`config.mk`:
```
export PLATFORM = sky130hd
export DESIGN_NAME = apb_reg_slave
export DESIGN_NICKNAME = d
export VERILOG_FILES = /design/src/rtl/apb_reg_slave.sv
export SDC_FILE = /design/constraint.sdc
export NUM_CORES = 1
export LEC_CHECK = 0
export CORE_UTILIZATION = 35
export CTS_CLUSTER_DIAMETER = 50
export DETAILED_ROUTE_END_ITERATION = 12
export GPL_TIMING_DRIVEN = 1
export PLACE_DENSITY_LB_ADDON = 0.2
export SKIP_LAST_GASP = 1
export SLEW_MARGIN = 30
export SYNTH_ARGS = -nofsm -noshare
export SYNTH_HDL_FRONTEND = slang
export SYNTH_SLANG_ARGS = --single-unit
```
`constraint.sdc`:
```
create_clock -name pclk -period 5.6 [get_ports pclk]
set_input_delay 1.4 -clock pclk [delete_from_list [all_inputs] [get_ports pclk]]
set_output_delay 1.4 -clock pclk [all_outputs]
set_load 0.01 [all_outputs]
```
`src/rtl/apb_reg_slave.sv`:
```
// -----------------------------------------------------------------------------
// apb_reg_slave
//
// APB4 completer with a bank of DEPTH read/write 8-bit registers at addresses
// 0..DEPTH-1. It also has a read-only 8-bit transfer counter at CNT_ADDR. The
// counter counts every completion that does not raise an error. It wraps at
// 8'hFF.
//
// Optional feature macro: APB_REG_WAIT_EN
//   defined     : each access phase is stretched by WAIT_CYCLES wait states.
//   not defined : the wait counter is removed, and every access completes in
//                 its first access cycle.
//
// Ports
//   pclk     in  1 : bus clock. All state updates on its rising edge.
//   presetn  in  1 : asynchronous active-low reset.
//   psel     in  1 : slave select.
//   penable  in  1 : access phase strobe.
//   paddr    in  8 : byte address, captured in the setup phase.
//   pwrite   in  1 : 1 = write, 0 = read, captured in the setup phase.
//   pwdata   in  8 : write data, sampled on the completing edge.
//   prdata   out 8 : read data. It is 0 unless a read completes this cycle.
//   pready   out 1 : combinational. It is high in the final access cycle.
//   pslverr  out 1 : error response. It is high only together with pready.
// -----------------------------------------------------------------------------
module apb_reg_slave #(
   parameter int unsigned DEPTH       = 16,
   parameter int unsigned WAIT_CYCLES = 2,
   parameter logic [7:0]  CNT_ADDR    = 8'hF0
) (
   input  logic       pclk,
   input  logic       presetn,
   input  logic       psel,
   input  logic       penable,
   input  logic [7:0] paddr,
   input  logic       pwrite,
   input  logic [7:0] pwdata,
   output logic [7:0] prdata,
   output logic       pready,
   output logic       pslverr
);

   typedef enum logic {
      IDLE   = 1'b0,
      ACCESS = 1'b1
   } state_t;

   state_t     state_q, state_d;
   logic [7:0] addr_q, addr_d;
   logic       write_q, write_d;
   logic [7:0] regs_q [DEPTH];
   logic [7:0] regs_d [DEPTH];
   logic [7:0] xfer_cnt_q, xfer_cnt_d;
   logic [3:0] wcnt;

`ifdef APB_REG_WAIT_EN
   logic [3:0] wcnt_q, wcnt_d;
   assign wcnt = wcnt_q;
`else
   assign wcnt = '0;
`endif

   logic       setup;
   logic       access;
   logic       complete;
   logic       addr_is_reg;
   logic       addr_is_cnt;
   logic       err;
   logic [7:0] rd_sel;

   // Bus phase decode. A setup phase is recognised in either state. In ACCESS
   // this makes a new setup without a completion restart the transfer.
   always_comb begin
      setup    = psel & ~penable;
      access   = (state_q == ACCESS) & psel & penable;
      complete = access & (wcnt == '0);
   end

   // Address decode on the captured address. Matching in a loop keeps the
   // array index in range for any 8-bit address.
   always_comb begin
      addr_is_reg = 1'b0;
      rd_sel      = '0;
      for (int unsigned i = 0; i < DEPTH; i++) begin
         if (addr_q == 8'(i)) begin
            addr_is_reg = 1'b1;
            rd_sel      = regs_q[i];
         end
      end
      addr_is_cnt = (addr_q == CNT_ADDR);
      // The counter is legal only for reads. Unmapped addresses always error.
      err = ~addr_is_reg & ~(addr_is_cnt & ~write_q);
   end

   // Response outputs. These are combinational from state, counter and inputs.
   always_comb begin
      pready  = complete;
      pslverr = complete & err;
      prdata  = '0;
      if (complete && !write_q && !err) begin
         prdata = addr_is_reg ? rd_sel : xfer_cnt_q;
      end
   end

   // Next-state logic.
   always_comb begin
      state_d    = state_q;
      addr_d     = addr_q;
      write_d    = write_q;
      xfer_cnt_d = xfer_cnt_q;
      for (int unsigned i = 0; i < DEPTH; i++) begin
         regs_d[i] = regs_q[i];
      end

      if (setup) begin
         state_d = ACCESS;
         addr_d  = paddr;
         write_d = pwrite;
      end else if (state_q == ACCESS && (!psel || complete)) begin
         state_d = IDLE;
      end

      if (complete && write_q) begin
         for (int unsigned i = 0; i < DEPTH; i++) begin
            if (addr_q == 8'(i)) begin
               regs_d[i] = pwdata;
            end
         end
      end

      if (complete && !err) begin
         xfer_cnt_d = xfer_cnt_q + 8'd1;
      end
   end

`ifdef APB_REG_WAIT_EN
   always_comb begin
      wcnt_d = wcnt_q;
      if (setup) begin
         wcnt_d = 4'(WAIT_CYCLES);
      end else if (access && wcnt_q != '0) begin
         wcnt_d = wcnt_q - 4'd1;
      end
   end
`endif

   always_ff @(posedge pclk or negedge presetn) begin
      if (!presetn) begin
         state_q    <= IDLE;
         addr_q     <= '0;
         write_q    <= 1'b0;
         xfer_cnt_q <= '0;
         for (int unsigned i = 0; i < DEPTH; i++) begin
            regs_q[i] <= '0;
         end
`ifdef APB_REG_WAIT_EN
         wcnt_q     <= '0;
`endif
      end else begin
         state_q    <= state_d;
         addr_q     <= addr_d;
         write_q    <= write_d;
         xfer_cnt_q <= xfer_cnt_d;
         for (int unsigned i = 0; i < DEPTH; i++) begin
            regs_q[i] <= regs_d[i];
         end
`ifdef APB_REG_WAIT_EN
         wcnt_q     <= wcnt_d;
`endif
      end
   end

endmodule
```
**Port wiring**

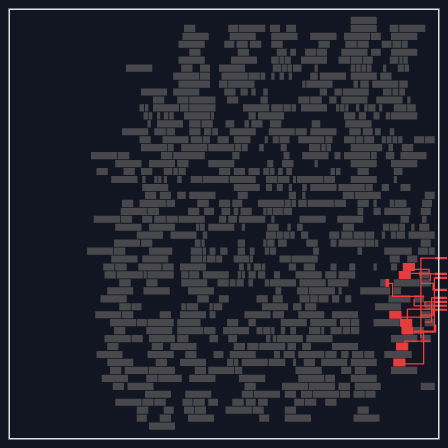
Key: paddr = red [bits 8, direction input, edge right, end cells 8, wire 206 um]

**Signal wires on met3**

Scale bar: 50 um.
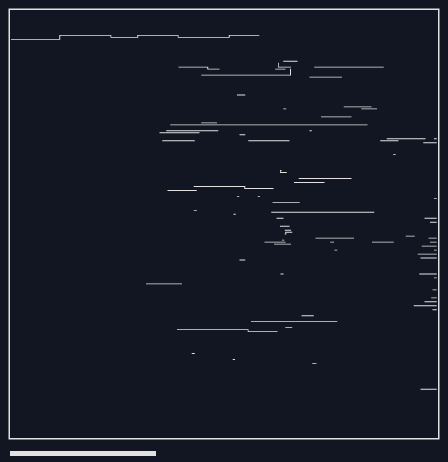
The layer carries 667 um of wire. The wires run mostly horizontal.

**Cell classes on the final placement**

Fill, decap, tap and diode cells in gray.
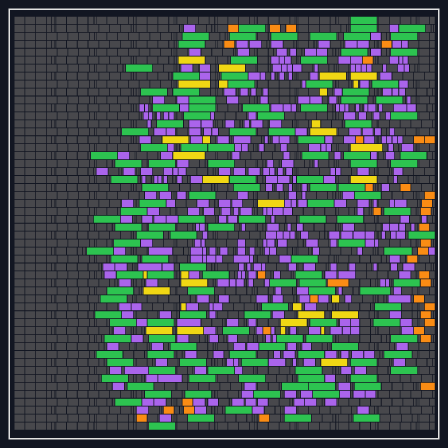
Key: registers = green [cells 146, share of their area 45%]; remaining logic cells = purple [cells 409, share of their area 43%]; remaining buffers and delay cells = orange [cells 37, share of their area 4.6%]; clock drivers and dummy loads = yellow [cells 32, share of their area 7.3%]

**Placement view**

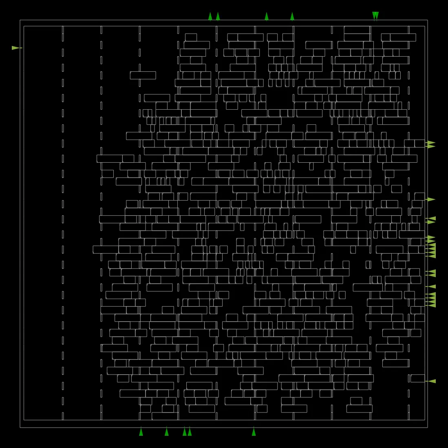
Seq area share: 43.41%
FILL cells: 1907
Site Rows: 52

==> results.sh <==
# flow metrics
export IMPL_top_logic_kind="multiplexers"
export IMPL_cts_made_buffers=17
export IMPL_wl_met3_um=666
export IMPL_area_leaders="dfrtp_1 (50%), mux2_2 (21%), mux2i_1 (4.0%)"
export IMPL_diodes=0
export IMPL_seq_cells=146
export IMPL_busiest_layer="met2"
export IMPL_reg2reg_to="regs_q[0]"
export IMPL_cts_repair_resized=0
export IMPL_syn_area_sq_mm=0.007294
export IMPL_drt_iter0_markers=362
export IMPL_routed_wl_um=19550
export IMPL_whs_ns=0.4845
export IMPL_worstSkewPairLatency_ns=0.42
export IMPL_dieWidth_um=146.4
export IMPL_ys_warn_count=0
export IMPL_final_cells=894
export IMPL_ys_seq_share_pct=50.09
export IMPL_power_switching_mw=0.6801
export IMPL_sequentialPowerShare_pct=44.9
export IMPL_power_frac_clock_pct=45.0
export IMPL_compound_area_share_pct=10.22
export IMPL_htree_levels=4
export IMPL_worst_setup_path_type="reg -> out"
export IMPL_yosysChipArea_sq_mm=0.007294
export IMPL_synthesis_nets=614
export IMPL_endpoint="prdata[0]"
export IMPL_start_kind="flip-flop"
export IMPL_reg_top3="regs_q: 128 flops, addr_q: 8 flops, xfer_cnt_q: 8 flops"
export IMPL_setup_viol=0
export IMPL_m1WireLength_um=9074
export IMPL_arrival_ns=3.62
export IMPL_seq_area_sq_mm=0.003660
export IMPL_fin_ws_ns=0.5763
export IMPL_adder_share_pct=0.1715
export IMPL_ir_drop_mv=0.1891
export IMPL_power_density_mw_per_mm2=303.7
export IMPL_skew_ns=0.009170
export IMPL_ys_cells=592
export IMPL_yosysMostFrequentCell="dfrtp_1"
export IMPL_maxPowerGroup="registers"
export IMPL_cp_max_fo=36
export IMPL_synthFlopType="dfrtp_1"
export IMPL_crit_path_frequent_cell="a21oi_1"
export IMPL_grt_pass1_vias=5212
export IMPL_cts_sinks=146
export IMPL_post_route_cells_drive_above_1_share_pct=33.81
export IMPL_hp_start="xfer_cnt_q[7]"
export IMPL_firstDrtPassIters=5
export IMPL_avgSynthCellArea_sq_um=12.32
export IMPL_comb_area_share_pct=40.84
export IMPL_cp_num_cells=8
export IMPL_worst_path_dominant_cell_family="buffers and inverters"
export IMPL_post_cts_setup_buffers=0
export IMPL_top_cell_area_share_pct=50.09
export IMPL_timing_fmax_mhz=199.1
export IMPL_top_layer_used="met4"
export IMPL_reg2reg_depth=5
export IMPL_lay_top_cells="dfrtp_1 (143), mux2_2 (137), mux2i_1 (29), clkdlybuf4s50_1 (29), nand2_1 (23)"
export IMPL_crit_start="addr_q[1]"
export IMPL_vias_per_cell=5.628
export IMPL_drc=0
export IMPL_root_buffer="clkbuf_16"
export IMPL_dp_hpwl_um=13070
export IMPL_clkbuf_count=19
export IMPL_logic_area_sq_mm=0.003443
export IMPL_async_flop_share_pct=100.0
export IMPL_max_clock_path_buffers=2
export IMPL_nNonClkBuffers=37
export IMPL_status="complete, no violations"
export IMPL_vias=5031
export IMPL_largest_reg_flops=128
export IMPL_hold_class="reg -> reg"
export IMPL_met2_length_um=9231
export IMPL_buf_share_pct=4.378
export IMPL_grt_pass1_wl_um=30960
export IMPL_hold_viol=0
export IMPL_tritoncts="done"
export IMPL_antenna_found_initial=0
export IMPL_lay_top_count="dfrtp_1"
export IMPL_gp_congestion=0.8577
export IMPL_yosysTopAreaCell="dfrtp_1"
